===== src/rtl/addsub_pkg.sv =====
// Shared definitions for the nibble-serial add/sub sequencer: controller
// state encoding and the width of the reused arithmetic slice.
package addsub_pkg;

    typedef enum logic [1:0] {
        IDLE = 2'd0,
        RUN  = 2'd1,
        DONE = 2'd2
    } state_t;

    localparam int NIBBLE_W = 4;

endpackage


===== src/rtl/nibble_addsub.sv =====
// Combinational 4-bit add/subtract slice built from ripple full-adder cells.
// cin is a real input so consecutive nibbles can be chained through a register.
module nibble_addsub
    import addsub_pkg::*;
(
    input  logic [NIBBLE_W-1:0] a,
    input  logic [NIBBLE_W-1:0] b,
    input  logic                sub,
    input  logic                cin,
    output logic [NIBBLE_W-1:0] sum,
    output logic                cout,
    output logic                c3
);

    logic [NIBBLE_W-1:0] b_eff;
    logic [NIBBLE_W:0]   carry;

    // Subtraction is A + ~B with the +1 arriving through cin on the first nibble.
    assign b_eff    = b ^ {NIBBLE_W{sub}};
    assign carry[0] = cin;

    for (genvar i = 0; i < NIBBLE_W; i++) begin : g_fa
        assign sum[i]     = a[i] ^ b_eff[i] ^ carry[i];
        assign carry[i+1] = (a[i] & b_eff[i]) | (carry[i] & (a[i] ^ b_eff[i]));
    end

    assign cout = carry[NIBBLE_W];
    assign c3   = carry[NIBBLE_W-1];

endmodule


===== src/rtl/addsub_seq_ctrl.sv =====
// Multi-word adder/subtractor that reuses one 4-bit slice, LSB nibble first,
// with valid/ready handshakes on the request and result sides.
module addsub_seq_ctrl
    import addsub_pkg::*;
#(
    parameter int NIBBLES = 4
) (
    input  logic                      clk,
    input  logic                      rst,
    input  logic                      in_valid,
    output logic                      in_ready,
    input  logic [NIBBLE_W*NIBBLES-1:0] a,
    input  logic [NIBBLE_W*NIBBLES-1:0] b,
    input  logic                      sub,
    output logic                      out_valid,
    input  logic                      out_ready,
    output logic [NIBBLE_W*NIBBLES-1:0] result,
    output logic                      cout,
    output logic                      overflow,
    output logic                      busy
);

    localparam int W     = NIBBLE_W * NIBBLES;
    localparam int IDX_W = $clog2(NIBBLES);
    localparam logic [IDX_W-1:0] LAST_IDX = IDX_W'(NIBBLES - 1);

    state_t state;
    state_t state_next;

    logic [W-1:0]     a_q;
    logic [W-1:0]     b_q;
    logic             sub_q;
    logic             carry_q;
    logic [IDX_W-1:0] idx;
    logic [W-1:0]     result_q;
    logic             cout_q;
    logic             overflow_q;

    logic [NIBBLE_W-1:0] slice_a;
    logic [NIBBLE_W-1:0] slice_b;
    logic [NIBBLE_W-1:0] slice_sum;
    logic                slice_cout;
    logic                slice_c3;
    logic                last_nibble;

    assign slice_a     = a_q[idx*NIBBLE_W +: NIBBLE_W];
    assign slice_b     = b_q[idx*NIBBLE_W +: NIBBLE_W];
    assign last_nibble = (idx == LAST_IDX);

    nibble_addsub u_slice (
        .a    (slice_a),
        .b    (slice_b),
        .sub  (sub_q),
        .cin  (carry_q),
        .sum  (slice_sum),
        .cout (slice_cout),
        .c3   (slice_c3)
    );

    always_ff @(posedge clk or posedge rst) begin
        if (rst) begin
            state <= IDLE;
        end else begin
            state <= state_next;
        end
    end

    always_comb begin
        state_next = state;
        in_ready   = 1'b0;
        out_valid  = 1'b0;
        busy       = 1'b0;
        unique case (state)
            IDLE: begin
                in_ready = 1'b1;
                if (in_valid) begin
                    state_next = RUN;
                end
            end
            RUN: begin
                busy = 1'b1;
                if (last_nibble) begin
                    state_next = DONE;
                end
            end
            DONE: begin
                busy      = 1'b1;
                out_valid = 1'b1;
                if (out_ready) begin
                    state_next = IDLE;
                end
            end
            default: begin
                state_next = IDLE;
            end
        endcase
    end

    // Operand capture and nibble-serial datapath; reset clears the visible
    // outputs too so an aborted operation leaves nothing behind.
    always_ff @(posedge clk or posedge rst) begin
        if (rst) begin
            a_q        <= '0;
            b_q        <= '0;
            sub_q      <= 1'b0;
            carry_q    <= 1'b0;
            idx        <= '0;
            result_q   <= '0;
            cout_q     <= 1'b0;
            overflow_q <= 1'b0;
        end else begin
            unique case (state)
                IDLE: begin
                    if (in_valid) begin
                        a_q     <= a;
                        b_q     <= b;
                        sub_q   <= sub;
                        carry_q <= sub;
                        idx     <= '0;
                    end
                end
                RUN: begin
                    result_q[idx*NIBBLE_W +: NIBBLE_W] <= slice_sum;
                    carry_q <= slice_cout;
                    if (last_nibble) begin
                        // Signed overflow: carry into the MSB differs from carry out.
                        cout_q     <= slice_cout;
                        overflow_q <= slice_c3 ^ slice_cout;
                    end else begin
                        idx <= idx + 1'b1;
                    end
                end
                default: begin
                end
            endcase
        end
    end

    assign result   = result_q;
    assign cout     = cout_q;
    assign overflow = overflow_q;

endmodule


===== config.mk =====
export PLATFORM = sky130hd
export DESIGN_NAME = addsub_seq_ctrl
export DESIGN_NICKNAME = d
export VERILOG_FILES = /design/src/rtl/addsub_pkg.sv /design/src/rtl/nibble_addsub.sv /design/src/rtl/addsub_seq_ctrl.sv
export SDC_FILE = /design/constraint.sdc
export NUM_CORES = 1
export LEC_CHECK = 0
export CELL_PAD_IN_SITES_DETAIL_PLACEMENT = 1
export CELL_PAD_IN_SITES_GLOBAL_PLACEMENT = 2
export CORE_MARGIN = 1
export CORE_UTILIZATION = 30
export CTS_CLUSTER_SIZE = 12
export DETAILED_ROUTE_END_ITERATION = 10
export GPL_TIMING_DRIVEN = 1
export PLACE_DENSITY = 0.76
export SLEW_MARGIN = 40
export SYNTH_ARGS = -nofsm -noshare
export SYNTH_HDL_FRONTEND = slang
export SYNTH_SLANG_ARGS = --single-unit

===== constraint.sdc =====
create_clock -name clk -period 3.15 [get_ports clk]
set_clock_uncertainty 0.15 [all_clocks]
set_input_delay 0.63 -clock clk [delete_from_list [all_inputs] [get_ports clk]]
set_output_delay 0.63 -clock clk [all_outputs]
set_load 0.005 [all_outputs]

==> flow_summary.toml, run 1 <==
# physical design summary
[pwr]
p_seq_frac = 0.303
p_sw_frac = 0.387

[critical_path]
cp.buffers_inverters = 1
path_cells = "mux4_2 > xor2_2 > fa_1 > inv_1 > fa_2 > fa_2 > fa_2 > o21ai_0"
worst_setup_path_end_kind = "flip-flop"
r2r_slack_ns = -0.01
reg2regPathDepth = 8
startpoint = "idx[0]"
worstPathRequired_ns = 3.20
crit_type = "flip-flop to flip-flop"

[worst_hold_path]
hold_path.class = "flip-flop to flip-flop"
hold_end = "result[8]"
hp-start = "result[8]"

[cells_and_area]
final_area_mm2 = 0.00357
layout.nets = 323
regArea_mm2 = 0.00140
diodes = 0
flop-count = 56
n_all_buffers = 67
buf_share = 0.181
area_growth_pct = 32.2

[grt]
top_usage_layer = "met2"
grt_overflow = 0
met1_usage = 0.182
grt_pass1_wl_mm = 10.5

[clock_tree]
numCtsBuffers = 5
post_cts_buffers = 0
numClockSinks = 56

[detailed_routing]
drt_iter0_markers = 29

[logic_synthesis]
synth.logic.top_family = "multiplexers"
syn_inst = 206
ys_sh_simple = 0.0784
yosys.area_share.adder = 0.0714
aoi_share = 0.0677
xor_area_frac = 0.0162

[place]
place_area_mm2 = 0.00344

[sta]
setup_violations = 2
slew_viol_final = 0
fin_ws_ns = -0.0110

[floorplan]
die_y_um = 96.8
die_w_um = 96.8
fp_util = 0.309

[job]
maxCapViolCount = 0
warnings = 34

[outcome]
violations = "setup timing"
status = "finished, violations left"
[run 1: repair_timing]
item | CTS | global route
gates cloned | 0 | 0
resized | 3 | 5
pin swaps | 0 | 7
hold buffers | 0 | 0
setup endpoints to repair | 5 | 6
[run 1: cell usage after synthesis (all sizes together) (2+ instances only)]
master | count | share of area
a221o | 2 | 0.0074
a31oi | 4 | 0.0093
and2b | 2 | 0.0065
buf | 7 | 0.015
dfrtp | 56 | 0.52
fa | 4 | 0.030
ha | 9 | 0.042
inv | 12 | 0.017
mux2 | 33 | 0.14
mux4 | 8 | 0.074
nand2 | 28 | 0.040
nand2b | 4 | 0.0093
nand4b | 2 | 0.0065
nor2b | 2 | 0.0046
o21ai | 13 | 0.024
o31ai | 6 | 0.017
xnor2 | 4 | 0.013
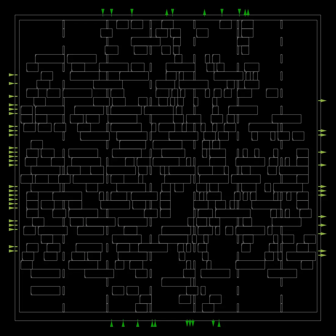
*Placed standard cells, run 1*
final cell utilization of the core: 0.409
Tap Count: 108
fin cells: 382

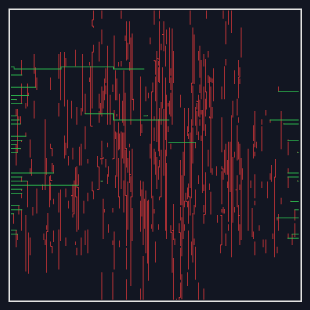
*Routed metal, one colour a layer, run 1*
Scale: 3 px per um. Only two layers are drawn.
[metal 2] red | wire length: 3090 um
[metal 3] green | wire length: 241 um
Total Routing Usage GR: 0.139
drt total wl: 6.19 mm
routed len/inst: 16.2 um
DR vias: 1812

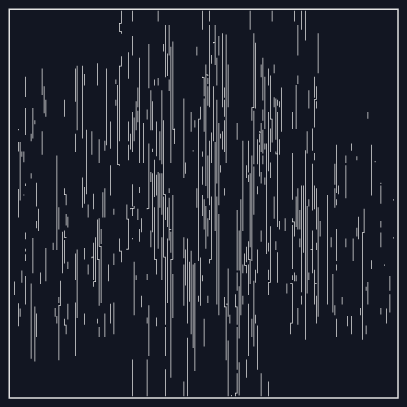
*Metal 2, run 1*
Scale: 4 px per um.
longest straight run: 47.3 um
main direction: vertical
wire length on this layer: 3090 um
met2 Usage GRT: 0.238

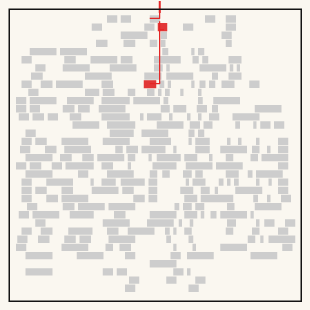
*Wires at chosen ports, followed through buffers, run 1*
Scale: 3 px per um.
[sub] red | bits: 1 | direction: input | end cells: 2 | buffers: 1 | wire: 31.1 um
PortBufs: 57
I/O pins: 58

### Ports around the boundary, run 1

Scale: 4 px per um. Pins as bars across the die edge, other pins in grey.
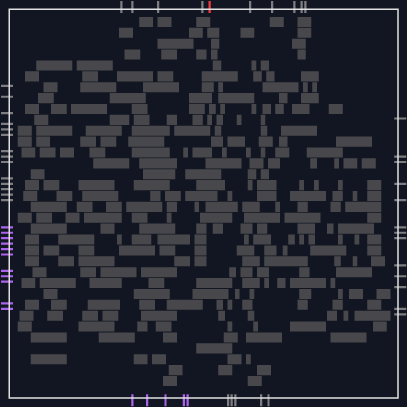

--- run 2 (diff from run 1) ---
- CORE_MARGIN: 1 -> 5
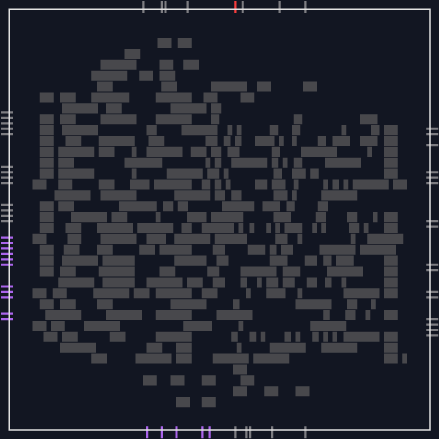
*Ports around the boundary, run 2*
Scale: 4 px per um. Pins as bars across the die edge, other pins in grey.
[b] purple | pins: 16 | direction: input | edge: 11 left, 5 bottom
[sub] red | pins: 1 | direction: input | edge: top
Die Y: 105 um
Die W: 105 um

==> run 2 against run 1 <==
Net effect:
- the run now ends clean
- synthesized area unchanged
- maximum frequency up 4.9%
- wire length is 1.2% lower
==> flow_summary.toml, run 2 <==
# physical design summary
[detailed_routing]
wl_per_cell_um = 16.0
wl_mm = 6.11
drt_iter0_markers = 28

[critical_path]
cp.buffers_inverters = 1
r2r_slack_ns = 0.14
startpoint = "idx[0]"
crit_type = "flip-flop to flip-flop"
reg2regPathDepth = 8
worstPathRequired_ns = 3.22

[logic_synthesis]
top_area_frac = 0.519
yosys.area.top_type = "dfrtp_1"
synthTopCellsByCount = "dfrtp_1 (56), mux2_2 (33), nand2_1 (27), o21ai_0 (13), inv_1 (12)"
top_cells_by_area = "dfrtp_1 (52%), mux2_2 (14%), mux4_1 (4.9%)"

[cells_and_area]
utilization = 0.404
flop-count = 56
buf_share = 0.184
regArea_mm2 = 0.00140
layoutNonFillerInstCount = 381
final_area_mm2 = 0.00354

[clock_tree]
numCtsBuffers = 5
post_cts_buffers = 0

[sta]
slew_viol_final = 0
setup_violations = 0
fin_ws_ns = 0.137

[grt]
grt_overflow = 0
met1_usage = 0.154
top_usage_layer = "met2"
grt_pass1_wl_mm = 10.3
grt_use_total = 0.116

[floorplan]
tap_cells = 108

[outcome]
status = "completed"

[job]
warnings = 33
[run 2: cell counts after synthesis]
No cell type changed its count.
[run 2: worst register-to-register path, cell delays in order (launching register included)]
cell and delay [ns]:
dfrtp_1 0.39, mux4_2 0.51, xor2_1 0.19, fa_2 0.22, inv_1 0.05, fa_2 0.34
fa_2 0.36, fa_2 0.48, o31ai_1 0.25
[run 2: cell families after synthesis]
| group | count (synthesis) | share of synthesized area |
|---|---|---|
| adders and majority gates | 13 | 0.0714 |
| and+or+nand+nor | 42 | 0.0784 |
| muxes | 42 | 0.215 |
| buffers and inverters | 19 | 0.0315 |
| AOI/OAI and AO/OA | 29 | 0.0677 |
| DFF | 56 | 0.519 |
| xor gates and xnor gates | 5 | 0.0162 |
### Wires at chosen ports, followed through buffers, run 2

Scale: 3 px per um.
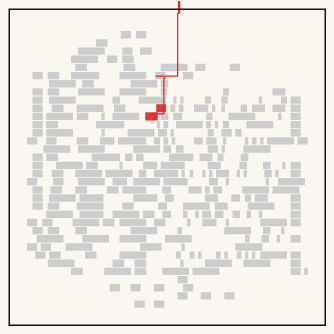

--- run 3 (diff from run 2) ---
- CELL_PAD_IN_SITES_DETAIL_PLACEMENT: 1 -> not set
- CELL_PAD_IN_SITES_GLOBAL_PLACEMENT: 2 -> not set
- CORE_UTILIZATION: 30 -> 46
- PLACE_DENSITY: 0.76 -> 0.75
- clock period: 3.15 -> 3 ns (I/O delays scaled with it)
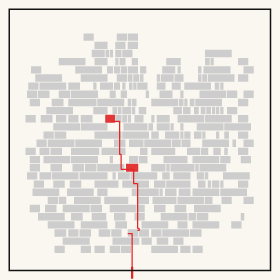
*Wires at chosen ports, followed through buffers, run 3*
Scale: 3 px per um.

==> run 3 against run 2 <==
Net effect:
- worst setup slack got worse by 0.11 ns
- clock power up 3%
- count of clock-buffer cells in the layout grew 2
- critical path depth unchanged
- hold slack better by 0.0016 ns
- critical endpoint unchanged
==> flow_summary.toml, run 3 <==
# physical design summary
[critical_path]
worst_setup_path_end_kind = "flip-flop"
cp.buffers_inverters = 1
path_cells = "mux4_2 > xor2_2 > fa_2 > inv_2 > fa_2 > fa_2 > fa_2 > o31ai_2"
crit_type = "flip-flop to flip-flop"
r2r_slack_ns = 0.02

[logic_synthesis]
top_cells_by_area = "dfrtp_1 (52%), mux2_2 (14%), mux4_1 (4.9%)"
ys_sh_simple = 0.0784
aoi_share = 0.0677
synthArstFlopShare = 1.00
syn_inst = 206
top_area_frac = 0.519
synth.logic.top_family = "multiplexers"
mux_share = 0.215
xor_area_frac = 0.0162
synthTopCellsByCount = "dfrtp_1 (56), mux2_2 (33), nand2_1 (27), o21ai_0 (13), inv_1 (12)"
yosys.area.top_type = "dfrtp_1"
synth_top_cell_by_count = "dfrtp_1"

[grt]
grt_use_total = 0.157
grt_overflow = 0
grt_pass1_wl_mm = 9.20
first_global_vias = 1921
met1_usage = 0.205
met2_usage = 0.255

[clock_tree]
cts.repair.resized = 5
cts_root_buffer = "clkbuf_8"
clk_pin_slew_ns = 0.09
cts_hold_buf = 0
numCtsBuffers = 5
numClockSinks = 56

[worst_hold_path]
hold_path.class = "flip-flop to flip-flop"

[detailed_routing]
wl_per_cell_um = 15.3
wl_mm = 5.29
drt_iter0_markers = 79

[cells_and_area]
regArea_mm2 = 0.00140
final_area_mm2 = 0.00349
buf_share = 0.184
final_common_cell = "clkdlybuf4s50_1"
utilization = 0.623
n_all_buffers = 66
layoutNonFillerInstCount = 345
diodes = 0

[floorplan]
tap_cells = 72
die_y_um = 86.6

[outcome]
status = "completed"

[place]
numPortBuffers = 57
place_area_mm2 = 0.00337

[job]
maxCapViolCount = 0

[sta]
slew_viol_final = 0
fin_ws_ns = 0.0244
setup_violations = 0
[run 3: cell counts after synthesis]
Identical to the previous run, type by type.
[run 3: final timing paths]
path                            start          to  depth (start not counted)
setup / recovery               idx[0]   result[7]                          8
hold / removal             result[14]  result[14]                          1
setup reg to reg               idx[0]   result[7]                          8
hold reg to reg            result[14]  result[14]                          1
max in group asynchronous         rst      a_q[6]                          3
min in group asynchronous         rst      b_q[1]                          2
[run 3: routing by layer]
metal | share of wire | vias up | wire length [um]
met1 | 0.43 | 891 | 2250
li1 | - | 859 | -
met5 | 0 | - | 0
met4 | 0.016 | 0 | 82
met2 | 0.50 | 50 | 2640
met3 | 0.060 | 9 | 319
[run 3: report_power, final]
part / internal (mW) / switching [mW]
combinational: 1.26 / 1.07
sequential: 1.10 / 0.199
clock: 0.189 / 0.228
No activity file was given, so power comes from the tool's default toggle rates.
